**src/rtl/mips_mem_pkg.sv**
```systemverilog
// Shared definitions for the unified-memory port arbiter of the multicycle MIPS core.
// Contents: arbiter state encoding, requester (owner) encoding and word geometry.
package mips_mem_pkg;

    // Arbiter sequencing: pick a winner, drive the memory, return the result.
    typedef enum logic [1:0] {
        IDLE  = 2'd0,
        SERVE = 2'd1,
        RESP  = 2'd2
    } state_e;

    // Which requester owns the access in flight.
    typedef enum logic {
        INSTR = 1'b0,
        DATA  = 1'b1
    } owner_e;

    localparam int WORD_BYTES    = 4;
    localparam int BYTE_OFS_BITS = $clog2(WORD_BYTES);

endpackage

```
**src/rtl/rr_arb2.sv**
```systemverilog
// Two-input round-robin picker (purely combinational).
// Ports:
//   req   [1:0] : request vector, bit 0 = instruction fetch, bit 1 = data
//   last        : owner of the previous grant; loses a tie
//   grant [1:0] : one-hot grant, all zero when nobody asks
module rr_arb2
    import mips_mem_pkg::*;
(
    input  logic [1:0] req,
    input  owner_e     last,
    output logic [1:0] grant
);

    // Lone requester wins; on a tie the port that did not win last time goes first.
    always_comb begin
        grant = 2'b00;
        case (req)
            2'b01:   grant = 2'b01;
            2'b10:   grant = 2'b10;
            2'b11:   grant = (last == INSTR) ? 2'b10 : 2'b01;
            default: grant = 2'b00;
        endcase
    end

endmodule

```
**src/rtl/mem_port_arbiter.sv**
```systemverilog
// Arbitrates the single unified instruction/data memory between the fetch port
// and the load/store port. One access at a time: the winning request is latched
// in IDLE, the memory is driven from registers during SERVE, and the captured
// read data is returned with a one-cycle acknowledge in RESP.
// Ports:
//   clk, rst_n                  : clock, asynchronous active-low reset
//   i_req/i_addr                : fetch request (read-only)
//   i_ack/i_rdata/i_err         : fetch completion, data, error flag
//   d_req/d_we/d_addr/d_wdata   : load/store request
//   d_ack/d_rdata/d_err         : data completion, load data (0 for stores), error
//   mem_addr/mem_wdata          : registered memory address / write data
//   mem_read/mem_write          : registered memory strobes
//   mem_rdata                   : combinational memory read data
module mem_port_arbiter
    import mips_mem_pkg::*;
#(
    parameter int WIDTH       = 32,
    parameter int DEPTH_WORDS = 128
)
(
    input  logic             clk,
    input  logic             rst_n,
    input  logic             i_req,
    input  logic [WIDTH-1:0] i_addr,
    output logic             i_ack,
    output logic [WIDTH-1:0] i_rdata,
    output logic             i_err,
    input  logic             d_req,
    input  logic             d_we,
    input  logic [WIDTH-1:0] d_addr,
    input  logic [WIDTH-1:0] d_wdata,
    output logic             d_ack,
    output logic [WIDTH-1:0] d_rdata,
    output logic             d_err,
    output logic [WIDTH-1:0] mem_addr,
    output logic [WIDTH-1:0] mem_wdata,
    output logic             mem_read,
    output logic             mem_write,
    input  logic [WIDTH-1:0] mem_rdata
);

    localparam logic [WIDTH-BYTE_OFS_BITS-1:0] DEPTH_LIM = (WIDTH-BYTE_OFS_BITS)'(DEPTH_WORDS);

    state_e           state_r, state_s;
    owner_e           owner_r, rr_last_r, sel_owner_s;
    logic [1:0]       req_s, grant_s;
    logic [WIDTH-1:0] addr_r, wdata_r, sel_addr_s, sel_wdata_s, result_s;
    logic             sel_we_s, sel_err_s, err_r;
    logic             mem_read_r, mem_write_r;
    logic             i_ack_r, d_ack_r, i_err_r, d_err_r;
    logic [WIDTH-1:0] i_rdata_r, d_rdata_r;

    assign req_s = {d_req, i_req};

    rr_arb2 u_rr_arb2 (
        .req   (req_s),
        .last  (rr_last_r),
        .grant (grant_s)
    );

    // Mux the granted request's fields and classify its address.
    always_comb begin
        sel_owner_s = INSTR;
        sel_addr_s  = i_addr;
        sel_wdata_s = {WIDTH{1'b0}};
        sel_we_s    = 1'b0;
        if (grant_s[1]) begin
            sel_owner_s = DATA;
            sel_addr_s  = d_addr;
            sel_wdata_s = d_wdata;
            sel_we_s    = d_we;
        end else begin
            sel_owner_s = INSTR;
            sel_addr_s  = i_addr;
            sel_wdata_s = {WIDTH{1'b0}};
            sel_we_s    = 1'b0;
        end
        sel_err_s = (sel_addr_s[BYTE_OFS_BITS-1:0] != {BYTE_OFS_BITS{1'b0}}) ||
                    (sel_addr_s[WIDTH-1:BYTE_OFS_BITS] >= DEPTH_LIM);
    end

    // State register.
    always_ff @(posedge clk or negedge rst_n) begin
        if (!rst_n) begin
            state_r <= IDLE;
        end else begin
            state_r <= state_s;
        end
    end

    // Next-state logic: IDLE waits for a request, SERVE and RESP last one cycle each.
    always_comb begin
        state_s = state_r;
        case (state_r)
            IDLE: begin
                if (|req_s) begin
                    state_s = SERVE;
                end else begin
                    state_s = IDLE;
                end
            end
            SERVE:   state_s = RESP;
            RESP:    state_s = IDLE;
            default: state_s = IDLE;
        endcase
    end

    // Latch the winner in IDLE; strobes are armed for exactly the SERVE cycle.
    // Reset clears the strobes asynchronously, which cancels a write in flight.
    always_ff @(posedge clk or negedge rst_n) begin
        if (!rst_n) begin
            owner_r     <= INSTR;
            rr_last_r   <= INSTR;
            addr_r      <= {WIDTH{1'b0}};
            wdata_r     <= {WIDTH{1'b0}};
            err_r       <= 1'b0;
            mem_read_r  <= 1'b0;
            mem_write_r <= 1'b0;
        end else if ((state_r == IDLE) && (|grant_s)) begin
            owner_r     <= sel_owner_s;
            rr_last_r   <= sel_owner_s;
            addr_r      <= sel_addr_s;
            wdata_r     <= sel_wdata_s;
            err_r       <= sel_err_s;
            mem_read_r  <= !sel_err_s && !sel_we_s;
            mem_write_r <= !sel_err_s && sel_we_s;
        end else begin
            mem_read_r  <= 1'b0;
            mem_write_r <= 1'b0;
        end
    end

    // Stores and error accesses return zero data.
    assign result_s = mem_read_r ? mem_rdata : {WIDTH{1'b0}};

    // Capture the result at the end of SERVE; rdata/err hold until the owner's next access.
    always_ff @(posedge clk or negedge rst_n) begin
        if (!rst_n) begin
            i_ack_r   <= 1'b0;
            d_ack_r   <= 1'b0;
            i_err_r   <= 1'b0;
            d_err_r   <= 1'b0;
            i_rdata_r <= {WIDTH{1'b0}};
            d_rdata_r <= {WIDTH{1'b0}};
        end else begin
            i_ack_r <= 1'b0;
            d_ack_r <= 1'b0;
            if (state_r == SERVE) begin
                if (owner_r == INSTR) begin
                    i_ack_r   <= 1'b1;
                    i_rdata_r <= result_s;
                    i_err_r   <= err_r;
                end else begin
                    d_ack_r   <= 1'b1;
                    d_rdata_r <= result_s;
                    d_err_r   <= err_r;
                end
            end
        end
    end

    assign mem_addr  = addr_r;
    assign mem_wdata = wdata_r;
    assign mem_read  = mem_read_r;
    assign mem_write = mem_write_r;
    assign i_ack     = i_ack_r;
    assign i_rdata   = i_rdata_r;
    assign i_err     = i_err_r;
    assign d_ack     = d_ack_r;
    assign d_rdata   = d_rdata_r;
    assign d_err     = d_err_r;

endmodule

```
**config.mk**
```make
export PLATFORM = sky130hd
export DESIGN_NAME = mem_port_arbiter
export DESIGN_NICKNAME = d
export VERILOG_FILES = /design/src/rtl/mips_mem_pkg.sv /design/src/rtl/rr_arb2.sv /design/src/rtl/mem_port_arbiter.sv
export SDC_FILE = /design/constraint.sdc
export NUM_CORES = 1
export LEC_CHECK = 0
export CORE_UTILIZATION = 40
export CTS_CLUSTER_DIAMETER = 100
export CTS_CLUSTER_SIZE = 24
export DETAILED_ROUTE_END_ITERATION = 10
export GPL_TIMING_DRIVEN = 0
export PLACE_DENSITY = 0.83
export SLEW_MARGIN = 20
export SYNTH_ARGS = -nofsm -noshare
export SYNTH_HDL_FRONTEND = slang
export SYNTH_SLANG_ARGS = --single-unit
```
**constraint.sdc**
```tcl
create_clock -name clk -period 1.55 [get_ports clk]
set_input_delay 0.2325 -clock clk [delete_from_list [all_inputs] [get_ports clk]]
set_output_delay 0.2325 -clock clk [all_outputs]
set_load 0.01 [all_outputs]
```
==> impl_results.html, run 1 <==
<!-- implementation run metrics -->
<table>
<tr><th>Metric</th><th>Value</th></tr>
<tr><th colspan="2">Run status</th></tr>
<tr><td>Outcome</td><td>complete, no violations</td></tr>
<tr><th colspan="2">Run</th></tr>
<tr><td>Tool warnings</td><td>27</td></tr>
<tr><td>Total of max-cap violations</td><td>0</td></tr>
<tr><th colspan="2">Die</th></tr>
<tr><td>Io pins</td><td>267</td></tr>
<tr><td>Chip Height</td><td>118 µm</td></tr>
<tr><td>Die extent in x</td><td>118 µm</td></tr>
<tr><td>Effective utilization at floorplan</td><td>40.9%</td></tr>
<tr><th colspan="2">CTS</th></tr>
<tr><td>Number of clock buffers inserted by TritonCTS</td><td>17</td></tr>
<tr><td>Total setup buffers inserted after CTS</td><td>2</td></tr>
<tr><td>Max Buffers Root-to-Sink</td><td>2</td></tr>
<tr><td>Hold-fix buffer count after cts</td><td>1</td></tr>
<tr><td>Clock sinks</td><td>138</td></tr>
<tr><td>Skew-Pair Late Insertion Delay</td><td>0.41 ns</td></tr>
<tr><td>Clock input transition at the sequential cells of the worst setup and hold paths</td><td>0.06 ns</td></tr>
<tr><td>CTS Root Cell</td><td>clkbuf_16</td></tr>
<tr><th colspan="2">Routing</th></tr>
<tr><td>Post-DR vias/cell</td><td>5.13</td></tr>
<tr><td>Average wire length per cell after detail routing</td><td>17.0 µm</td></tr>
<tr><td>Number of nets still failing antenna checks after routing</td><td>0</td></tr>
<tr><td>Iteration-0 DRC count of the detailed router</td><td>244</td></tr>
<tr><th colspan="2">Layout</th></tr>
<tr><td>Fill cell instance count of the final layout</td><td>1055</td></tr>
<tr><td>Post-synthesis to final-layout area growth</td><td>65.5%</td></tr>
<tr><td>Final #Nets</td><td>959</td></tr>
<tr><th colspan="2">Logic synthesis</th></tr>
<tr><td>Netlist area before placement</td><td>0.00539 mm²</td></tr>
<tr><td>Mean area per synthesized cell</td><td>10.0 µm²</td></tr>
<tr><td>Yosys synthesis warning count</td><td>0</td></tr>
<tr><td>Floorplan net count</td><td>671</td></tr>
<tr><td>Chip area line of the yosys report</td><td>0.00539 mm²</td></tr>
<tr><td>Cells taking the most area after synthesis</td><td>dfrtp_1 (64%), nand2_1 (11%), o21ai_0 (5.9%)</td></tr>
<tr><td>Cell count listed in synth_stat.txt</td><td>538</td></tr>
<tr><td>Number of flops mapped to enable cells by yosys</td><td>0</td></tr>
<tr><td>Main flop type</td><td>dfrtp_1</td></tr>
<tr><th colspan="2">Power</th></tr>
<tr><td>Combinational share of power</td><td>35.5%</td></tr>
<tr><td>Internal power</td><td>9300 µW</td></tr>
<tr><td>Relative contribution of the clock network to total power</td><td>27.6%</td></tr>
<tr><td>Switching Fraction</td><td>33.5%</td></tr>
<tr><td>Cell leakage power</td><td>0.00474 µW</td></tr>
<tr><th colspan="2">STA</th></tr>
<tr><td>Headroom to the max-slew limit</td><td>66.2%</td></tr>
<tr><td>Final count of negative-setup-slack endpoints</td><td>0</td></tr>
<tr><td>Setup repair after global routing missed its margin</td><td>true</td></tr>
<tr><th colspan="2">Global route</th></tr>
<tr><td>Global-route layer with the greatest usage</td><td>met2</td></tr>
<tr><td>Global-route congestion overflow total</td><td>0</td></tr>
<tr><td>Met3 usage in global routing</td><td>8.09%</td></tr>
<tr><td>Wire length of the first global-routing pass</td><td>27.2 mm</td></tr>
<tr><td>Pin count of the biggest net entering global routing</td><td>83</td></tr>
<tr><th colspan="2">Placed design</th></tr>
<tr><td>Dpl hpwl</td><td>12.5 mm</td></tr>
<tr><th colspan="2">Setup path</th></tr>
<tr><td>Category of the most critical setup path</td><td>in2reg</td></tr>
<tr><td>Startpoint kind of the worst setup timing path</td><td>input pin</td></tr>
</table>
## run 1: power groups by stage
stage / clock [µW] / sequential, µW / combinational, µW
after floorplan: 0 / 5640 / 1890
after global placement: 0 / 5210 / 5400
after detailed placement: 0 / 5230 / 5470
after CTS: 3940 / 5180 / 5050
after global routing: 4090 / 5290 / 5400
final: 3860 / 5160 / 4960
## run 1: worst max-delay path by stage
stage	start	end	slack (ns)	cells after the start
floorplan	rr_last_r$_DFFE_PN0P_	err_r$_DFFE_PN0P_	0.15	6
global placement	rst_n	mem_wdata[29]$_DFFE_PN0P_	-5.24	1
detailed placement	d_req	mem_addr[19]$_DFFE_PN0P_	-0.45	5
CTS	mem_addr[3]$_DFFE_PN0P_	mem_addr[3]	0.00008	1
global route	state_r[1]$_DFF_PN0_	i_rdata[0]$_DFFE_PN0P_	-0.07	6
finish	i_addr[1]	err_r$_DFFE_PN0P_	0.03	6
## run 1: flip-flops by register name, indices dropped and copies added, names as in the netlist
signal     count
d_ack          1
d_err          1
d_rdata       32
err_r          1
i_ack          1
i_err          1
i_rdata       32
mem_addr      32
mem_read       1
mem_wdata     32
mem_write      1
rr_last_r      1
state_r        2
## run 1: cell families (layout without fill, tap and decap cells)
logic type / count (synthesis) / count (layout) / synth area share, %
AND-OR/OR-AND: 136 / 136 / 16.1
buffers and inverters: 41 / 341 / 3.20
flip-flops: 138 / 138 / 64.0
multiplexers: 1 / 1 / 0.209
AND/OR/NAND/NOR: 222 / 222 / 16.4
## run 1: per-stage QoR
stage               TNS (ns)  instances  cell area (µm²)  setup WS, ns  util, %
finish                     0       1014             8930        0.0320     67.7
global route           -1.38       1014             8930       -0.0661     67.7
CTS                        0       1014             8800     0.0000822     66.7
detailed placement    -22.96        981             8310        -0.449     63.0
global placement     -744.38        980             8280         -5.24     62.7
floorplan                  0        538             5390         0.152        -
## run 1: per-layer routing
metal	up-vias	routed length (µm)
met3	25	1390
met4	0	395
met2	238	8430
met5	-	0
met1	2515	7030
li1	2426	-
## run 1: critical path: stages
cell and delay (ns):
clkdlybuf4s50_1 0.43, or4_1 0.58, nor2_2 0.13, nand4_1 0.13, nor2b_1 0.17, o22a_1 0.15
## run 1: placed cells by master, fill, tap and decap left out, types with 4 or more instances in the layout
| cell type | n |
|---|---|
| dlymetal6s2s_1 | 40 |
| nor2_1 | 34 |
| clkinv_2 | 4 |
| o21ai_0 | 64 |
| a31oi_1 | 31 |
| clkbuf_16 | 17 |
| nand2_1 | 165 |
| dfrtp_1 | 136 |
| clkbuf_2 | 13 |
| buf_2 | 6 |
| dlygate4sd2_1 | 93 |
| clkbuf_1 | 14 |
| buf_4 | 7 |
| a22o_1 | 32 |
| clkdlybuf4s50_1 | 132 |
| nor4_1 | 11 |
## run 1: layout make-up
| cell class | count | area [µm²] | share of cell area, % |
|---|---|---|---|
| multi-input combinational | 359 | 1790 | 20.0 |
| timing repair buffer | 270 | 2700 | 30.3 |
| clock inverter | 8 | 96.3 | 1.08 |
| buffer | 36 | 189 | 2.12 |
| tap | 176 | 220 | 2.47 |
| sequential | 138 | 3460 | 38.7 |
| clock buffer | 23 | 458 | 5.13 |
| inverter | 4 | 15.0 | 0.168 |
### Metal layers overlaid, run 1

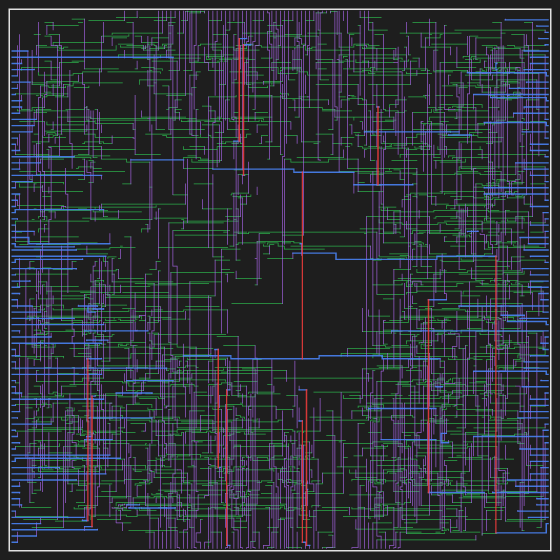
M4 -> red  # wire length 396 µm
M3 -> blue  # wire length 1390 µm
M2 -> purple  # wire length 8430 µm
M1 -> green  # wire length 7030 µm
wire length after detailed routing: 17.2 mm
Total GRT Usage: 25.5%

### M1 wires, run 1

Supply wires on this layer in grey.
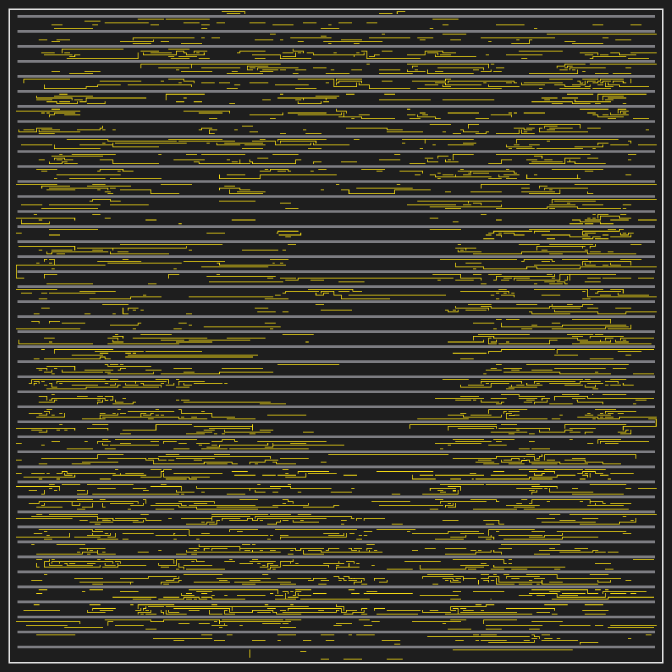
main direction = horizontal
share of all routed wire = 41%
global-route track usage on met1: 31.1%
via count of the routed design: 5204

### Placed standard cells, run 1

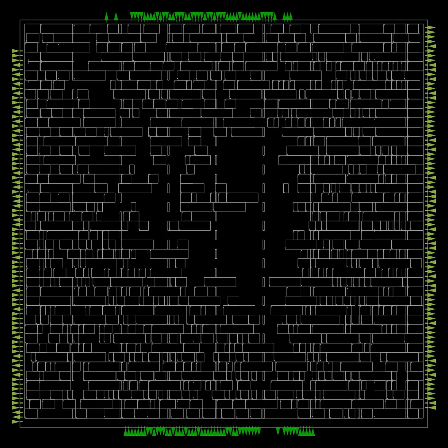
non-filler cells, final: 1014
total number of placement rows: 42

## Run 2: what changed since run 1
--- a/config.mk
+++ b/config.mk
@@ -7,7 +7,6 @@
 export LEC_CHECK = 0
 export CORE_UTILIZATION = 40
 export CTS_CLUSTER_DIAMETER = 100
-export CTS_CLUSTER_SIZE = 24
 export DETAILED_ROUTE_END_ITERATION = 10
 export GPL_TIMING_DRIVEN = 0
 export PLACE_DENSITY = 0.83
### M1 wires, run 2

Supply wires on this layer in grey.
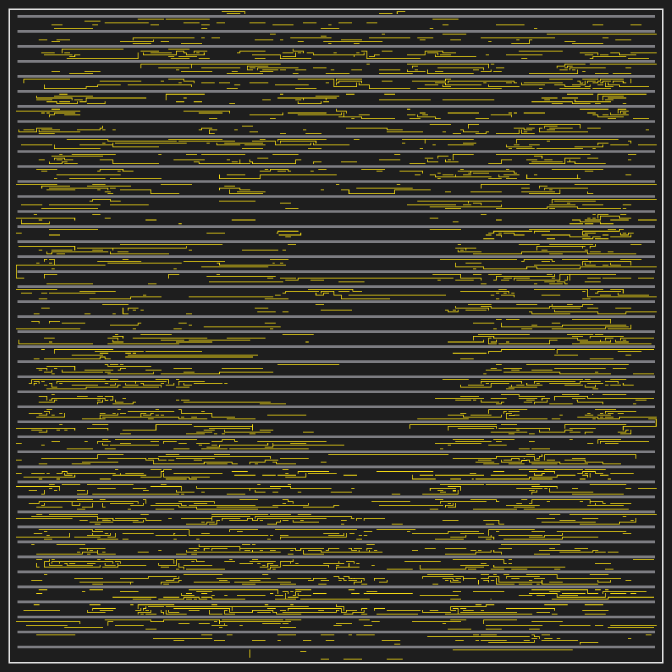
main direction = horizontal
wire length on this layer = 7030 µm
longest straight run = 28.1 µm
share of all routed wire = 41%

==> run 2 against run 1 <==
  * Hold slack unchanged
  * Critical path depth unchanged
  * Final cell count unchanged
  * Combinational power about the same
  * Non-clock buffer count unchanged
  * Synthesized cell count unchanged
  * Design area unchanged
  * Largest cell class unchanged
  * Core utilization unchanged
  * Total power unchanged
  * Register-to-register slack about the same
==> impl_results.html, run 2 <==
<!-- implementation run metrics -->
<table>
<tr><th>Metric</th><th>Value</th></tr>
<tr><th colspan="2">Logic synthesis</th></tr>
<tr><td>Chip area line of the yosys report</td><td>0.00539 mm²</td></tr>
<tr><td>Cells taking the most area after synthesis</td><td>dfrtp_1 (64%), nand2_1 (11%), o21ai_0 (5.9%)</td></tr>
<tr><td>Number of flops mapped to enable cells by yosys</td><td>0</td></tr>
<tr><td>Adder and majority gate portion of the synthesized area</td><td>0%</td></tr>
<tr><td>Netlist area before placement</td><td>0.00539 mm²</td></tr>
<tr><td>Post-synthesis mux area share</td><td>0.209%</td></tr>
<tr><td>Synthesized-area fraction occupied by and/or/nand/nor cells</td><td>16.4%</td></tr>
<tr><td>Yosys synthesis warning count</td><td>0</td></tr>
<tr><td>Cell count listed in synth_stat.txt</td><td>538</td></tr>
<tr><td>Area share of xor/xnor cells in the synthesized design</td><td>0%</td></tr>
<tr><td>Main flop type</td><td>dfrtp_1</td></tr>
<tr><td>Mean area per synthesized cell</td><td>10.0 µm²</td></tr>
<tr><th colspan="2">Setup path</th></tr>
<tr><td>Worst stage delay on the critical path</td><td>0.58 ns</td></tr>
<tr><td>Category of the most critical setup path</td><td>in2reg</td></tr>
<tr><td>List of cells traversed by the critical path</td><td>clkdlybuf4s50_1, or4_1, nor2_2, nand4_1, nor2b_1, o22a_1</td></tr>
<tr><th colspan="2">Die</th></tr>
<tr><td>Chip Height</td><td>118 µm</td></tr>
<tr><td>Io pins</td><td>267</td></tr>
<tr><td>Die extent in x</td><td>118 µm</td></tr>
<tr><td>Total number of placement rows</td><td>42</td></tr>
<tr><td>Effective utilization at floorplan</td><td>40.9%</td></tr>
<tr><th colspan="2">Layout</th></tr>
<tr><td>Post-synthesis to final-layout area growth</td><td>65.5%</td></tr>
<tr><td>Most instantiated logic cells after routing</td><td>nand2_1 (165), dfrtp_1 (136), clkdlybuf4s50_1 (132)</td></tr>
<tr><td>Most common cell after layout, fill and taps aside</td><td>nand2_1</td></tr>
<tr><th colspan="2">Routing</th></tr>
<tr><td>Iteration-0 DRC count of the detailed router</td><td>244</td></tr>
<tr><td>Length of routed wiring on met1</td><td>7.03 mm</td></tr>
<tr><td>Via count of the routed design</td><td>5204</td></tr>
<tr><td>Average wire length per cell after detail routing</td><td>17.0 µm</td></tr>
<tr><td>Wire length after detailed routing</td><td>17.2 mm</td></tr>
<tr><td>Top routing layer in use</td><td>met4</td></tr>
<tr><td>Met2 wire len</td><td>8.43 mm</td></tr>
<tr><td>Post-DR vias/cell</td><td>5.13</td></tr>
<tr><td>Sum of met3 wire segment lengths after detailed routing</td><td>1.39 mm</td></tr>
<tr><th colspan="2">CTS</th></tr>
<tr><td>Max Buffers Root-to-Sink</td><td>2</td></tr>
<tr><td>Skew-Pair Late Insertion Delay</td><td>0.41 ns</td></tr>
<tr><th colspan="2">Placed design</th></tr>
<tr><td>Dpl hpwl</td><td>12.5 mm</td></tr>
<tr><th colspan="2">Run status</th></tr>
<tr><td>Outcome</td><td>complete, no violations</td></tr>
<tr><th colspan="2">Global route</th></tr>
<tr><td>Pin count of the biggest net entering global routing</td><td>83</td></tr>
<tr><td>Wire length of the first global-routing pass</td><td>27.2 mm</td></tr>
<tr><td>Global-route congestion overflow total</td><td>0</td></tr>
<tr><th colspan="2">STA</th></tr>
<tr><td>Aggregate negative setup slack</td><td>0 ns</td></tr>
<tr><td>Setup repair after global routing missed its margin</td><td>true</td></tr>
<tr><th colspan="2">Run</th></tr>
<tr><td>Total of max-cap violations</td><td>0</td></tr>
</table>
### Cells coloured by class, run 2

The bar under the picture is 20 µm long. Fill, decap, tap and diode cells in grey.
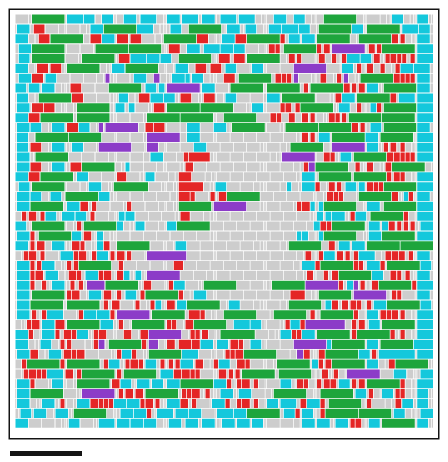
remaining buffers and delay cells -> cyan  # cells 306, share of their area 33%
remaining logic cells -> red  # cells 363, share of their area 21%
registers -> green  # cells 138, share of their area 40%
clock drivers and dummy loads -> purple  # cells 31, share of their area 6.4%
total core area: 0.0132 mm²
share of the core filled with cells in the final layout: 67.7%
register share of the cell area: 38.7%

==> run 2: cell counts in the layout (fill, tap and decap cells not counted) <==
No cell type changed its count.
==> run 2: final timing paths <==
check | depth (start not counted) | start | end | slack, ns
max in group asynchronous | 3 | rst_n | rr_last_r$_DFFE_PN0P_ | 0.44
worst min register to register | 1 | state_r[1]$_DFF_PN0_ | state_r[1]$_DFF_PN0_ | 0.47
worst min-delay path | 2 | rst_n | d_rdata[17]$_DFFE_PN0P_ | 0.34
worst max-delay path | 6 | i_addr[1] | err_r$_DFFE_PN0P_ | 0.03
min in group clk | 3 | d_we | mem_write$_DFF_PN0_ | 0.38
worst max register to register | 5 | rr_last_r$_DFFE_PN0P_ | err_r$_DFFE_PN0P_ | 0.06
==> run 2: through the flow <==
step                area (µm²)  utilization [%]  power, µW  worst slack [ns]
global placement          8280             62.7      10600             -5.24
CTS                       8800             66.7      14200         0.0000822
finish                    8930             67.7      14000            0.0320
detailed placement        8310             63.0      10700            -0.449
floorplan                 5390                -       7530             0.152
global route              8930             67.7      14800           -0.0661
==> run 2: per-layer routing <==
metal	vias up	global-route usage (%)
met3	25	8.09
met1	2515	31.1
met5	-	0
li1	2426	-
met4	0	10.9
met2	238	41.7
==> run 2: area by class of cell <==
cell class              count  area (µm²)  area share (%)
clock buffers              23         458            5.13
multi-input cells         359        1790            20.0
well taps                 176         220            2.47
clock inverters             8        96.3            1.08
repair buffers            270        2700            30.3
flip-flops and latches    138        3460            38.7
plain buffers              36         189            2.12
inverters                   4        15.0           0.168
==> run 2: report_power, final <==
| group | leakage, µW | internal (µW) | total [µW] | switching (µW) |
|---|---|---|---|---|
| combinational | 0.00268 | 2290 | 4960 | 2670 |
| clock | 0.000271 | 2390 | 3860 | 1470 |
| sequential | 0.00179 | 4620 | 5160 | 543 |
| total | 0.00474 | 9300 | 14000 | 4680 |
==> run 2: logic make-up (layout without fill, tap and decap cells) <==
kind of cell	after synthesis	after routing
AND/OR/NAND/NOR	222	222
AND-OR/OR-AND	136	136
flip-flops	138	138
buffers and inverters	41	341
multiplexers	1	1
==> run 2: worst max-delay path: cells and delay by family <==
kind	cells	cell delay (ns)
compound gates	1	0.15
buf+inv	1	0.43
simple gates	4	1.01
==> run 2: what timing repair did <==
item	CTS	global route
hold endpoints to repair	56	0
buffers inserted	2	0
endpoints found under the setup margin	162	125
hold buffers	1	0
gates resized	112	52
pin swaps	1	1
## Run 3: what changed since run 2
--- a/config.mk
+++ b/config.mk
@@ -9,7 +9,7 @@
 export CTS_CLUSTER_DIAMETER = 100
 export DETAILED_ROUTE_END_ITERATION = 10
 export GPL_TIMING_DRIVEN = 0
-export PLACE_DENSITY = 0.83
+export PLACE_DENSITY = 0.88
 export SLEW_MARGIN = 20
 export SYNTH_ARGS = -nofsm -noshare
 export SYNTH_HDL_FRONTEND = slang
### Placed standard cells, run 3

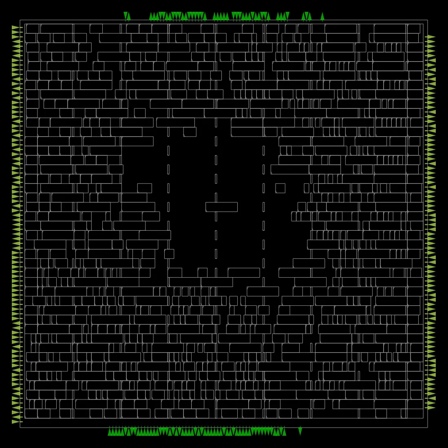
fill cell instance count of the final layout: 983
register share of the cell area: 38.0%
sequential cell count: 138
tapcell count: 176
share of the core filled with cells in the final layout: 69.0%

### Cells coloured by class, run 3

The bar under the picture is 20 µm long. Fill, decap, tap and diode cells in grey.
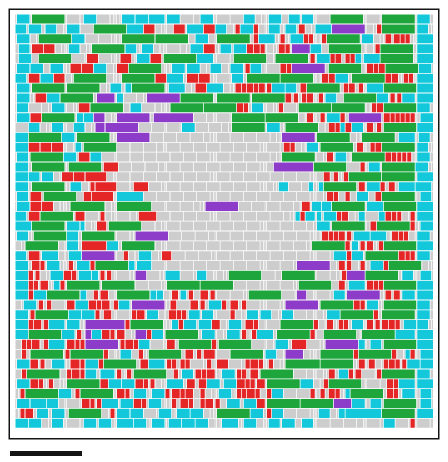
remaining logic cells -> red  # cells 363, share of their area 21%
registers -> green  # cells 138, share of their area 39%
clock drivers and dummy loads -> purple  # cells 31, share of their area 7.1%
remaining buffers and delay cells -> cyan  # cells 306, share of their area 33%
post-route cell area: 0.00910 mm²

==> run 3 against run 2 <==
  * Critical path type unchanged
  * Maximum frequency down 2.8%
  * Critical endpoint unchanged
  * Final cell count did not move
  * Sequential power rose by 0.8%
  * Synthesized cell count is the same
  * Count of clock-buffer cells in the layout is 1 lower
  * The flow now finishes with violations (setup timing)
  * Synthesized area unchanged
  * Combinational power grew 3%
  * Register-to-register slack got worse by 0.02 ns
  * Global-route usage about the same
==> impl_results.html, run 3 <==
<!-- implementation run metrics -->
<table>
<tr><th>Metric</th><th>Value</th></tr>
<tr><th colspan="2">Logic synthesis</th></tr>
<tr><td>Synthesized-area fraction occupied by and/or/nand/nor cells</td><td>16.4%</td></tr>
<tr><td>Area share of xor/xnor cells in the synthesized design</td><td>0%</td></tr>
<tr><td>Cell count listed in synth_stat.txt</td><td>538</td></tr>
<tr><td>Area share of and-or/or-and cells after synthesis</td><td>16.1%</td></tr>
<tr><td>Yosys synthesis warning count</td><td>0</td></tr>
<tr><td>Netlist area before placement</td><td>0.00539 mm²</td></tr>
<tr><td>Dominant kind of combinational cell</td><td>simple AND/OR/NAND/NOR gates</td></tr>
<tr><td>Post-synthesis mux area share</td><td>0.209%</td></tr>
<tr><th colspan="2">Routing</th></tr>
<tr><td>Via count of the routed design</td><td>5222</td></tr>
<tr><td>Average wire length per cell after detail routing</td><td>17.2 µm</td></tr>
<tr><td>Post-DR vias/cell</td><td>5.15</td></tr>
<tr><td>Number of nets still failing antenna checks after routing</td><td>0</td></tr>
<tr><td>Iteration-0 DRC count of the detailed router</td><td>327</td></tr>
<tr><th colspan="2">Global route</th></tr>
<tr><td>Wire length of the first global-routing pass</td><td>27.6 mm</td></tr>
<tr><td>Total GRT Usage</td><td>25.6%</td></tr>
<tr><td>Met3 usage in global routing</td><td>7.22%</td></tr>
<tr><th colspan="2">CTS</th></tr>
<tr><td>Number of clock buffers inserted by TritonCTS</td><td>17</td></tr>
<tr><td>Clock input transition at the sequential cells of the worst setup and hold paths</td><td>0.06 ns</td></tr>
<tr><td>Skew-Pair Late Insertion Delay</td><td>0.41 ns</td></tr>
<tr><td>CTS Root Cell</td><td>clkbuf_16</td></tr>
<tr><td>Max Buffers Root-to-Sink</td><td>2</td></tr>
<tr><th colspan="2">Run status</th></tr>
<tr><td>Failing checks</td><td>setup timing</td></tr>
<tr><td>Outcome</td><td>complete, but fails checks</td></tr>
<tr><th colspan="2">Layout</th></tr>
<tr><td>Most common cell after layout, fill and taps aside</td><td>nand2_1</td></tr>
<tr><td>Post-synthesis to final-layout area growth</td><td>68.7%</td></tr>
<tr><td>Final #Nets</td><td>959</td></tr>
<tr><th colspan="2">Setup path</th></tr>
<tr><td>Reg-to-reg critical path startpoint</td><td>rr_last_r$_DFFE_PN0P_</td></tr>
<tr><td>Startpoint kind of the worst setup timing path</td><td>input pin</td></tr>
<tr><td>Category of the most critical setup path</td><td>in2reg</td></tr>
<tr><th colspan="2">Die</th></tr>
<tr><td>Chip Height</td><td>118 µm</td></tr>
<tr><td>Effective utilization at floorplan</td><td>40.9%</td></tr>
<tr><td>Io pins</td><td>267</td></tr>
<tr><th colspan="2">STA</th></tr>
<tr><td>Worst setup margin</td><td>-0.0109 ns</td></tr>
<tr><td>Final count of negative-setup-slack endpoints</td><td>1</td></tr>
<tr><th colspan="2">Power</th></tr>
<tr><td>Cell leakage power</td><td>0.00485 µW</td></tr>
</table>
-- run 3: cell counts after synthesis --
Identical to the previous run, type by type.
-- run 3: per-layer routing --
layer  share of wire, %  vias up  wire length, µm
li1                   -     2435                -
met1                 41     2482             7100
met2                 49      273             8460
met3                8.2       32             1430
met4                2.4        0              416
met5                  0        -                0
-- run 3: final cells by class --
type	instances	area (µm²)	share of cell area, %
Buffer	36	206	2.27
Clock buffer	22	494	5.43
Clock inverter	9	136	1.50
Inverter	4	15.0	0.165
Multi-Input combinational cell	359	1820	20.0
Sequential cell	138	3460	38.0
Tap cell	176	220	2.42
Timing Repair Buffer	270	2750	30.2
-- run 3: kinds of logic (layout without fill, tap and decap cells) --
group                  Yosys count  after routing
AND-OR/OR-AND                  136            136
buffers and inverters           41            341
flip-flops                     138            138
multiplexers                     1              1
AND/OR/NAND/NOR                222            222
-- run 3: report_power, final --
group | internal (µW) | total [µW] | leakage (µW) | switching [µW]
Combinational | 2410 | 5130 | 0.00276 | 2730
Sequential | 4620 | 5200 | 0.00179 | 580
Clock | 2740 | 4250 | 0.000305 | 1510
-- run 3: path summary, 6_finish.rpt --
path,end,slack (ns),cells past startpoint
max reg2reg,err_r$_DFFE_PN0P_,0.04,5
max,err_r$_DFFE_PN0P_,-0.01,6
min,mem_addr[21]$_DFFE_PN0P_,0.37,2
max in group asynchronous,d_rdata[7]$_DFFE_PN0P_,0.45,3
min reg2reg,i_err$_DFFE_PN0P_,0.47,2
min in group clk,mem_write$_DFF_PN0_,0.37,3
-- run 3: critical path, stage by stage --
cell             delay [ns]
clkdlybuf4s50_1        0.43
or4_1                  0.57
nor2_2                 0.14
nand4_1                0.15
nor2b_1                0.18
o22a_1                 0.16
-- run 3: what timing repair did --
item	in CTS	in global routing
setup endpoints to repair	210	171
hold buffers	1	0
resized	106	74
hold endpoints to repair	66	0
setup buffers	1	1
pin swaps	1	4
-- run 3: stage by stage --
stage	total power (µW)	setup WS (ns)	std cells	TNS (ns)
after floorplan	7530	0.152	538	0
after global routing	15400	-0.0556	1014	-0.0847
after global placement	10600	-5.09	980	-727.69
final	14600	-0.0109	1014	-0.0109
after CTS	14600	0.0000308	1013	0
after detailed placement	10700	-0.501	981	-29.57

## Gallery

Wiring heat map.
24 x 24 tiles, from black (low) to pale yellow (high), scaled to the fullest tile. Values are wire area over tile area, all layers added.
panel A
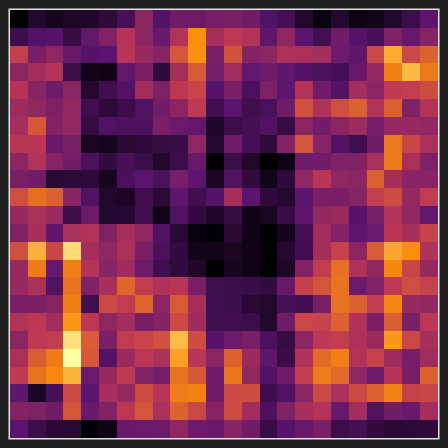
panel B
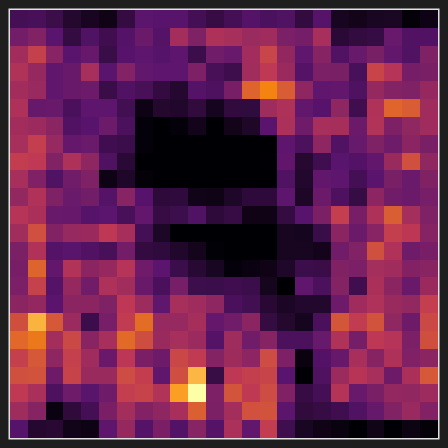
- panel A = run 2
- panel B = run 3

Key to panel A:
fullest tile = 0.57
tiles over half the peak = 22%
emptiest ninth of the die = middle
mean over tiles = 0.20

No activity file was given, so power comes from the tool's default toggle rates.
